Run 1, clock routing:
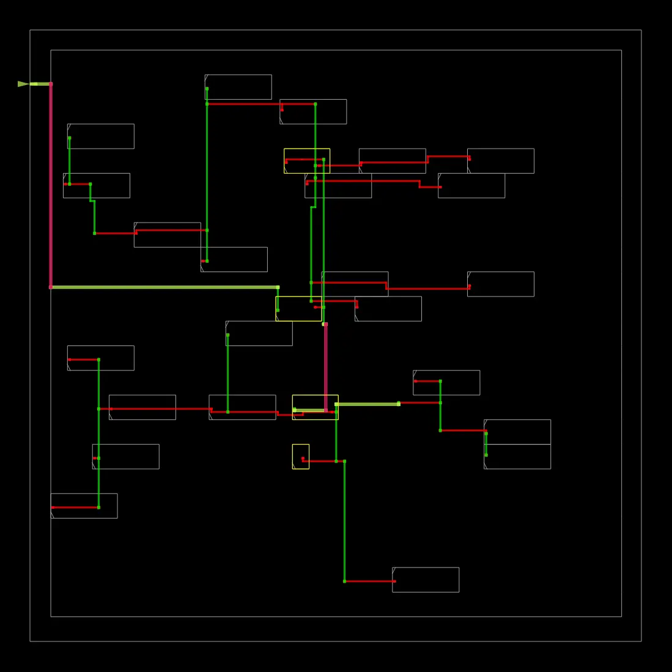
Run 1, signal metal coverage by tile:
Drawn at 6 px/um. The die is cut into 14 by 14 equal tiles; black is low, pale yellow is high, scaled to the fullest tile. Values are wire area over tile area, all layers added.
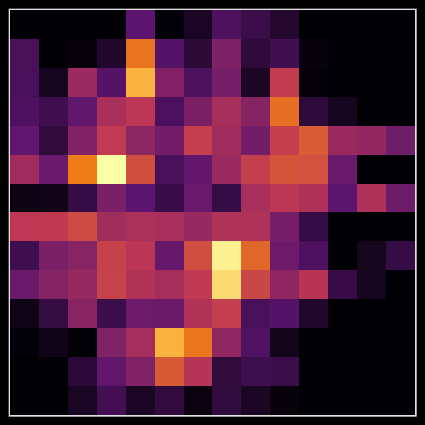
Run 1, the metal 3 layer:
Drawn at 6 px/um.
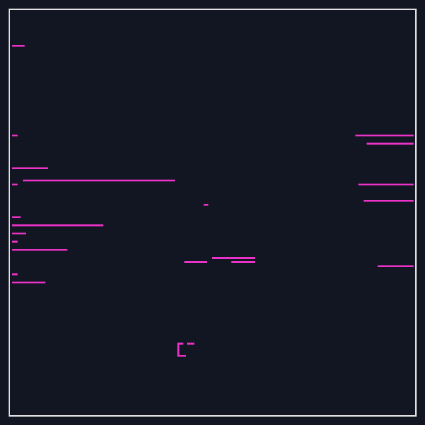
$ cat src/rtl/hex_word_serializer.sv
// Serializes a 4*NIBBLES-bit word into uppercase ASCII hex characters, MS nibble first.
// Optional CR/LF terminator after each word when HEXSER_CRLF_EN is defined.
module hex_word_serializer #(
    parameter int NIBBLES = 4
) (
    input  logic                 clk,
    input  logic                 rst,
    input  logic                 in_valid,
    output logic                 in_ready,
    input  logic [4*NIBBLES-1:0] in_data,
    output logic                 out_valid,
    input  logic                 out_ready,
    output logic [6:0]           out_char,
    output logic                 busy
);

    localparam int W  = 4 * NIBBLES;
    localparam int CW = (NIBBLES > 1) ? $clog2(NIBBLES) : 1;

`ifdef HEXSER_CRLF_EN
    typedef enum logic [1:0] {S_IDLE, S_EMIT, S_CR, S_LF} state_t;
`else
    typedef enum logic {S_IDLE, S_EMIT} state_t;
`endif

    function automatic logic [6:0] nib_to_ascii(input logic [3:0] nib);
        if (nib < 4'd10)
            return 7'h30 + {3'b000, nib};
        else
            return 7'h37 + {3'b000, nib};
    endfunction

    state_t          r_state;
    logic [W-1:0]    r_shift;
    logic [CW-1:0]   r_count;
    logic            r_out_valid;
    logic [6:0]      r_out_char;
    logic [W-1:0]    w_shift_next;
    logic            w_out_fire;

    assign w_shift_next = r_shift << 4;
    assign w_out_fire   = r_out_valid && out_ready;

    // in_ready and busy depend on the state register only.
    assign in_ready  = (r_state == S_IDLE);
    assign busy      = (r_state != S_IDLE);
    assign out_valid = r_out_valid;
    assign out_char  = r_out_char;

    always_ff @(posedge clk) begin
        if (rst) begin
            r_state     <= S_IDLE;
            r_shift     <= '0;
            r_count     <= '0;
            r_out_valid <= 1'b0;
            r_out_char  <= 7'h00;
        end else begin
            case (r_state)
                S_IDLE: begin
                    if (in_valid) begin
                        r_shift     <= in_data;
                        r_count     <= CW'(NIBBLES - 1);
                        r_out_char  <= nib_to_ascii(in_data[W-1 -: 4]);
                        r_out_valid <= 1'b1;
                        r_state     <= S_EMIT;
                    end
                end
                S_EMIT: begin
                    if (w_out_fire) begin
                        if (r_count != '0) begin
                            // Next digit comes from the shifted word so it lands on the same edge.
                            r_shift    <= w_shift_next;
                            r_count    <= r_count - 1'b1;
                            r_out_char <= nib_to_ascii(w_shift_next[W-1 -: 4]);
                        end else begin
`ifdef HEXSER_CRLF_EN
                            r_out_char <= 7'h0D;
                            r_state    <= S_CR;
`else
                            r_out_valid <= 1'b0;
                            r_state     <= S_IDLE;
`endif
                        end
                    end
                end
`ifdef HEXSER_CRLF_EN
                S_CR: begin
                    if (w_out_fire) begin
                        r_out_char <= 7'h0A;
                        r_state    <= S_LF;
                    end
                end
                S_LF: begin
                    if (w_out_fire) begin
                        r_out_valid <= 1'b0;
                        r_state     <= S_IDLE;
                    end
                end
`endif
                default: begin
                    r_out_valid <= 1'b0;
                    r_state     <= S_IDLE;
                end
            endcase
        end
    end

endmodule

$ cat config.mk
export PLATFORM = sky130hd
export DESIGN_NAME = hex_word_serializer
export DESIGN_NICKNAME = d
export VERILOG_FILES = /design/src/rtl/hex_word_serializer.sv
export SDC_FILE = /design/constraint.sdc
export NUM_CORES = 1
export LEC_CHECK = 0
export ABC_AREA = 1
export ABC_CLOCK_PERIOD_IN_PS = 3900
export CAP_MARGIN = 0
export CORE_MARGIN = 2
export CORE_UTILIZATION = 30
export DETAILED_ROUTE_END_ITERATION = 8
export HOLD_SLACK_MARGIN = 0.02
export PLACE_DENSITY = 0.51
export SETUP_SLACK_MARGIN = 0.4
export SYNTH_ARGS = -nofsm -noshare
export SYNTH_HDL_FRONTEND = slang
export SYNTH_SLANG_ARGS = --single-unit
export TNS_END_PERCENT = 1
$ cat constraint.sdc
create_clock -name clk -period 3.9 [get_ports clk]
set_clock_uncertainty 0.15 [all_clocks]
set_input_delay 0.975 -clock clk [delete_from_list [all_inputs] [get_ports clk]]
set_output_delay 0.975 -clock clk [all_outputs]
set_load 0.005 [all_outputs]
==> Slide: Implementation Results, run 1 <==
Physical Implementation Snapshot

Status
  – Status: finished clean

Clock network
  – Post-CTS Setup Inserts: 0
  – CTS root buffer: clkbuf_8
  – H-Tree Depth: 1
  – TritonCTS clock tree: done
  – Clk_lat worst skew: about 0.27 ns

STA
  – Setup_tns: 0 ns
  – Final hold vios: 0

Global routing
  – First-pass GRT wire length: approximately 5000 um

Placement
  – Global placer's final weighted congestion: between 0.7 and 0.8

Final layout
  – Area grow syn2layout: 28.54%
  – Antenna diodes: 0
  – Fraction of layout cells with a size suffix above 1: under 10%

Drt
  – Final antenna-violating net count: 0

Setup path
  – Worst R2R Start: r_count[0]
  – Critical path type: reg -> out
  – Critical path startpoint category: register
  – Worst reg2reg path depth: 8

Power and ir drop
  – Pleak: roughly 0.7 nW

Min path
  – Min-Delay Path Depth: 2
  – Hold path start: r_count[1]

Logic synthesis
  – Flops out of synthesis: 23
  – Synth Cell Area: ~1200 um^2

Flow run
  – Log Warnings: 26
-- 'clock routing' (at the start) --
FFs & Latches: 23
# clock sinks: 23
Num CTS Buffers: 3

-- 'signal metal coverage by tile' (at the start) --
tiles over half the peak: 15%
mean over tiles: 0.098
nearly empty tiles: 25%
emptiest ninth of the die: south-east
gr usage total: 14.11%
routed wire length: 2850 um
DR WL/cell: 11.00 um
via count: 1,175

-- 'the metal 3 layer' (at the start) --
main direction: horizontal
wire length on this layer: 126 um
met3 Usage GRT: 2.000%

[run 1: how the worst max path moves through the flow]
stage | depth (start not counted) | from | end
2_1_floorplan | 8 | in_data[12] | out_char[2]
3_3_place_gp | 6 | out_ready | out_char[3]
3_5_place_dp | 6 | out_ready | out_char[3]
4_1_cts | 2 | busy | in_ready
5_1_grt | 2 | busy | in_ready
6_report | 2 | busy | in_ready
[run 1: registers in the layout, indices dropped and copies added, names as in the netlist]
signal,flops
busy,1
r_count,2
out_char,7
r_shift,12
out_valid,1
[run 1: layer usage]
layer	up-vias	track usage, %	wire length [um]
li1	630	-	-
met4	0	5.357	31
met3	4	2.000	126
met5	-	0	0
met1	515	19.16	1423
met2	26	22.55	1268
[run 1: logic make-up after synthesis]
family	after synthesis	share of synthesized area [%]
XOR/XNOR	1	0.7240
adder cells (fa/ha/maj)	3	3.103
buffers and inverters	26	10.55
AND/OR/NAND/NOR	94	31.64
flip-flops	23	38.06
AND-OR/OR-AND	37	15.93
[run 1: cell type report]
class,count,area [um^2],area share [%]
well taps,50,62.56,4.023
multi-input cells,135,621.8,39.98
flip-flops and latches,23,460.4,29.61
repair buffers,30,297.8,19.15
inverters,17,66.31,4.264
clock inverters,1,5.005,0.3218
clock buffers,3,41.29,2.655
[run 1: power breakdown]
| group | leakage [nW] | total, W | internal (W) | switching (W) |
|---|---|---|---|---|
| combinational | 0.489 | 0.000128 | 0.0000607 | 0.0000674 |
| sequential | 0.191 | 0.000268 | 0.000256 | 0.0000120 |
| clock | 0.0255 | 0.000153 | 0.0000715 | 0.0000820 |
[run 1: cells in the mapped netlist, drive strengths merged]
cell     n  share of area [%]
xor2     1               0.72
nand4    1                1.0
inv     17                5.5
dfxtp   23                 38
nor2    33                 10
clkbuf   2               0.62
a21oi   13                6.0
ha       3                3.1
nand2   49                 16
buf      7                4.4
o21ai   24                9.9
nand3   11                4.5
[run 1: per-stage QoR]
stage	cell area, um^2	total power, W	hold slack, ns	utilization, %
2_1_floorplan	1210	0.0003515	0.2912	-
3_3_place_gp	1509	0.0004000	0.3071	38.27
3_5_place_dp	1509	0.0004022	0.3140	38.27
4_1_cts	1555	0.0005549	0.3264	39.45
5_1_grt	1555	0.0005876	0.3411	39.45
6_report	1555	0.0005492	0.3232	39.45
[run 1: worst max-delay path, stage by stage, from the launching register on]
cell and delay [ns]:
dfxtp_1 0.33, inv_2 0.28, clkdlybuf4s50_1 0.57
Run 1, sequential cells grouped by signal name:
Drawn at 6 px/um. Other sequential cells in the stronger gray, the rest of the logic in the fainter gray.
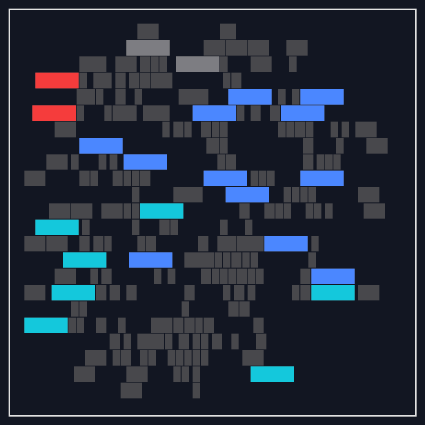

==> run 2: changes to the inputs <==
Settings changed: ABC_CLOCK_PERIOD_IN_PS 3900 to 2400.
Clock period 3.9 ns to 2.4 ns, I/O delays scaled along.
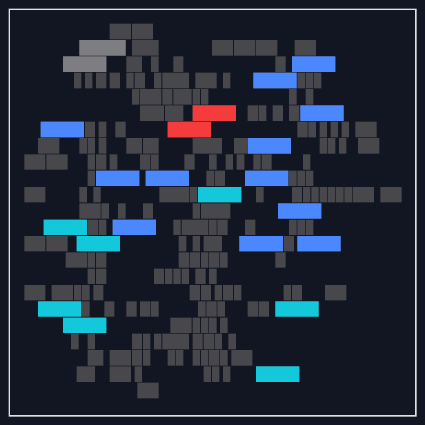
Run 2: sequential cells grouped by signal name
Drawn at 6 px/um. Other sequential cells in the stronger gray, the rest of the logic in the fainter gray.
legend:
  `r_shift`:
    color: blue
    sequential_cells: 12
  `out_char`:
    color: cyan
    sequential_cells: 7
  `r_count`:
    color: red
    sequential_cells: 2

==> run 2 against run 1 <==
Compared with the run above:
- wire length increased by 1.5%
- clock power rose by 58%
- total power rose by 62%
- cell area is 1.4% higher
- combinational power grew 67%
- highest routed layer unchanged
- largest cell class unchanged
- sequential share of layout area down 0.34 points
- synthesized cell count unchanged
- register-to-register slack lost 1.6 ns
- worst hold slack got worse by 0.0047 ns
- non-clock buffer count increased by 3
- cell count grew 1.2%
==> Slide: Implementation Results, run 2 <==
Physical Implementation Snapshot

Setup path
  – Cell Chain, Critical Path: buf_4, clkdlybuf4s50_1
  – Crit path depth: 2
  – CP startpoint: busy
  – Largest stage delay on the critical path: just under 0.5 ns
  – CP bufs+invs: 2
  – Slowest CP cell: clkdlybuf4s50_1
  – CP delay by family, top: buffers and inverters

Drt
  – Final antenna-violating net count: 0
  – Via count: ~1,200

Logic synthesis
  – Multiplexer share: 0%
  – Top cell area share: around two fifths
  – AO/OA Area Share: between 10% and 20%
  – Top cells, area: dfxtp_1, nand2_1, nor2_1
  – Flops out of synthesis: 23
  – Synth top cell by count: nand2_1
  – Yosys top cell by area: dfxtp_1
  – Post-synth ARST share: 0%
  – Main flop type: dfxtp_1

Power and ir drop
  – Switching portion of total power: between 20 and 30%
  – Sw Pwr: ~0.00026 W
  – Clk pwr share: 27.0%

Placement
  – Global placer's final weighted congestion: 0.7847
  – Placed cell area: 1524 um^2

Global routing
  – First-pass GRT wire length: between 5000 and 6000 um
  – M2 GR Usage: about 24%

Final layout
  – Max reg flops: 12
  – Fraction of layout cells with a size suffix above 1: slightly above 7%
  – Register area: approximately 460 um^2

Status
  – Status: finished clean

Clock network
  – # clock sinks: 23
  – Clk_lat worst skew: 0.26 ns
  – H-Tree Depth: 1
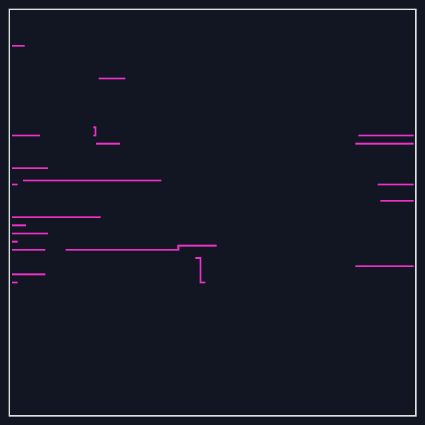
Run 2: the metal 3 layer
Drawn at 6 px/um.
nets with wire on the layer: 21
main direction: horizontal

==> run 2: cell counts after synthesis <==
Identical to the previous run, type by type.
==> run 2: power by group through the flow <==
stage	sequential [W]	combinational, W	clock [W]
floorplan	0.000443	0.000129	0
global placement	0.000445	0.000208	0
detailed placement	0.000445	0.000213	0
CTS	0.000437	0.000216	0.000250
global route	0.000442	0.000247	0.000264
finish	0.000437	0.000214	0.000241
==> run 2: cells by family (layout without fill, tap and decap cells) <==
kind of cell / count (synthesis) / in the layout
AND-OR/OR-AND: 37 / 37
XOR/XNOR: 1 / 1
adder cells (fa/ha/maj): 3 / 3
buffers and inverters: 26 / 54
flip-flops: 23 / 23
AND/OR/NAND/NOR: 94 / 94
==> run 2: worst min path at each step <==
stage | endpoint | slack, ns | cells past startpoint
floorplan | r_count[1] | 0.29 | 2
global route | out_char[6] | 0.34 | 2
detailed placement | out_char[6] | 0.31 | 2
finish | out_char[6] | 0.32 | 2
CTS | out_char[6] | 0.32 | 2
global placement | r_count[1] | 0.31 | 2
==> run 2: per-layer routing <==
metal,share of wire [%],vias to the layer above
li1,-,640
met1,48,531
met2,46,26
met3,5.1,2
met4,0.76,0
met5,0,-
==> run 2: repair_timing <==
item                       in CTS  in global routing
setup endpoints to repair       1                  0
setup buffers                   1                  0
hold buffers                    0                  0
gates resized                   2                  0
==> run 2: stage by stage <==
stage                     hold WS, ns  cells
after floorplan                0.2912    184
after global placement         0.3082    257
after detailed placement       0.3098    257
after CTS                      0.3229    262
after global routing           0.3424    262
final                          0.3185    262
==> run 2: area by class of cell <==
cell class | count | area share [%]
multi-input combinational | 135 | 39.41
clock buffer | 3 | 2.617
timing repair buffer | 33 | 20.22
clock inverter | 1 | 0.3172
tap | 50 | 3.965
sequential | 23 | 29.26
inverter | 17 | 4.203
==> run 2: worst min-delay path: cells and delay by family, from the launching register on <==
kind / cells / cell delay, ns
AND-OR/OR-AND: 1 / 0.06
AND/OR/NAND/NOR: 1 / 0.06
flip-flops: 1 / 0.32
Run 2, drive-strength map:
Drawn at 6 px/um.
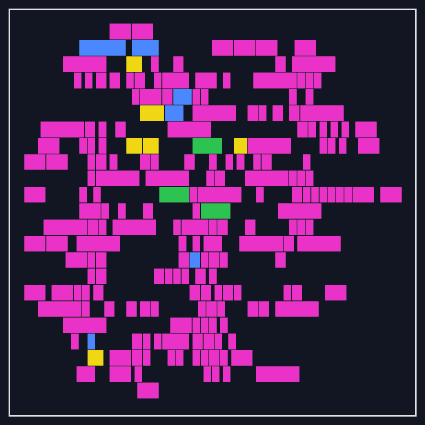

==> run 3: changes to the inputs <==
Settings changed: ABC_CLOCK_PERIOD_IN_PS 2400 to 1900.
Clock period 2.4 ns to 1.9 ns, I/O delays scaled along.
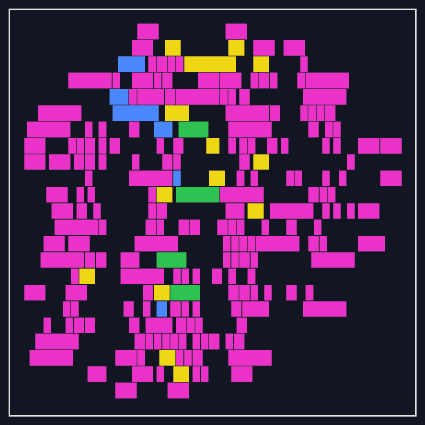
Run 3: drive-strength map
Drawn at 6 px/um.
legend:
  drive 1 or less:
    color: magenta
    cells: 196
    share: 89%
  drive 2:
    color: blue
    cells: 6
    share: 2.7%
  drive 3 to 4:
    color: yellow
    cells: 14
    share: 6.4%
  drive 6 and up:
    color: green
    cells: 4
    share: 1.8%

==> run 3 against run 2 <==
Compared with the run above:
- synthesized cell count is the same
- clock-buffer cell count is the same
- non-clock buffer count is 8 higher
- worst hold slack better by 0.0023 ns
- critical path type unchanged
- cell area is 4.9% higher
- largest cell class unchanged
- sequential cell count unchanged
- cell count is 3.1% higher
==> Slide: Implementation Results, run 3 <==
Physical Implementation Snapshot

Clock network
  – Num CTS Buffers: 3
  – CTS root buffer: clkbuf_8
  – H-Tree Depth: 1
  – TritonCTS clock tree: done
  – Post-CTS Hold Fix Bufs: 0

Logic synthesis
  – Flops out of synthesis: 23
  – Yosys top cell by area: dfxtp_1
  – Top cells by count: nand2_1, nor2_1, dfxtp_1, o21ai_0, inv_1
  – Top cell area share: approximately two fifths
  – EDFF count, synth: 0
  – Synth top cell by count: nand2_1
  – Top cells, area: dfxtp_1, nand2_1, nor2_1

Drt
  – Final antenna-violating net count: 0
  – DR WL/cell: roughly 11 um

Flow run
  – Log Warnings: 28

Global routing
  – First-pass GRT wire length: 5043 um

Setup path
  – Slowest CP cell: clkdlybuf4s50_1
  – CP bufs+invs: 1
  – Critical path startpoint category: register
  – Largest stage delay on the critical path: approximately 0.5 ns
  – CP delay by family, top: buffers and inverters

Final layout
  – Antenna diodes: 0
  – Fraction of layout cells with a size suffix above 1: a little over a tenth
  – Max reg flops: 12
  – Register area: 465.4 um^2
  – Area grow syn2layout: 36.82%
  – Core Util, Final: around two fifths

Power and ir drop
  – Pwr Total: about 0.0012 W

Status
  – Status: finished clean

Placement
  – Placed Cells: about 260
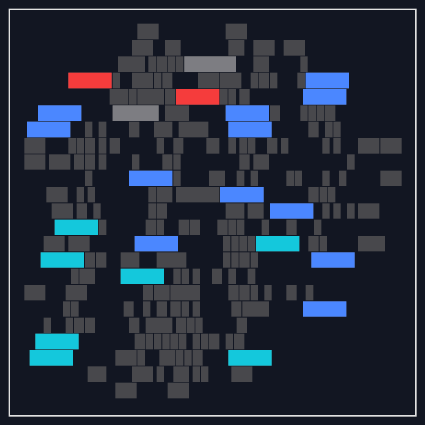
Run 3: sequential cells grouped by signal name
Drawn at 6 px/um. Other sequential cells in the stronger gray, the rest of the logic in the fainter gray.
legend:
  `out_char`:
    color: cyan
    sequential_cells: 7
  `r_shift`:
    color: blue
    sequential_cells: 12
  `r_count`:
    color: red
    sequential_cells: 2
not colored: 2

[run 3: cell counts after synthesis]
Identical to the previous run, type by type.
[run 3: cells by family (layout without fill, tap and decap cells)]
logic type,after synthesis,in the layout,synth area share [%]
AOI/OAI and AO/OA,37,37,15.93
xor gates and xnor gates,1,1,0.7240
DFF,23,23,38.06
buffers and inverters,26,62,10.55
and+or+nand+nor,94,94,31.64
adders and majority gates,3,3,3.103
[run 3: through the flow]
| stage | setup slack (ns) | setup TNS [ns] | hold WS (ns) | cell area [um^2] |
|---|---|---|---|---|
| after floorplan | 0.5030 | 0 | 0.2912 | 1210 |
| after global placement | 0.005636 | 0 | 0.3177 | 1582 |
| after detailed placement | -0.001183 | -0.001183 | 0.3119 | 1582 |
| after CTS | 0.1487 | 0 | 0.3249 | 1653 |
| after global routing | 0.1192 | 0 | 0.3553 | 1655 |
| final | 0.1642 | 0 | 0.3208 | 1655 |
[run 3: final timing paths]
path         slack (ns)        start          end  cells after the start
max                0.16  out_char[1]  out_char[1]                      1
max reg2reg        0.37         busy   r_shift[1]                      7
min                0.32   r_count[1]   r_count[1]                      2
min reg2reg        0.32   r_count[1]   r_count[1]                      2
[run 3: power breakdown]
group	leakage (nW)	internal, W	switching [W]
logic	0.566	0.000146	0.000147
clock network	0.0255	0.000147	0.000164
registers	0.191	0.000525	0.0000228
total	0.783	0.000817	0.000333
[run 3: layer usage]
layer / GRT usage [%] / up-vias / routed length [um]
met5: 0 / - / 0
met4: 7.653 / 0 / 65
met3: 2.667 / 5 / 139
met2: 24.75 / 23 / 1340
met1: 17.95 / 535 / 1438
li1: - / 659 / -
[run 3: repair_timing]
action	4_1_cts	5_1_grt
endpoints found under the hold margin	0	0
cloned	0	0
pin swaps	0	0
endpoints found under the setup margin	31	31
gates resized	5	1
buffers inserted	3	0
[run 3: cell type report]
| cell class | count | share of cell area (%) |
|---|---|---|
| multi-input cells | 135 | 37.57 |
| flip-flops and latches | 23 | 28.12 |
| repair buffers | 41 | 23.73 |
| inverters | 17 | 4.006 |
| well taps | 50 | 3.779 |
| clock buffers | 3 | 2.494 |
| clock inverters | 1 | 0.3023 |
No activity file was given, so power comes from the tool's default toggle rates.
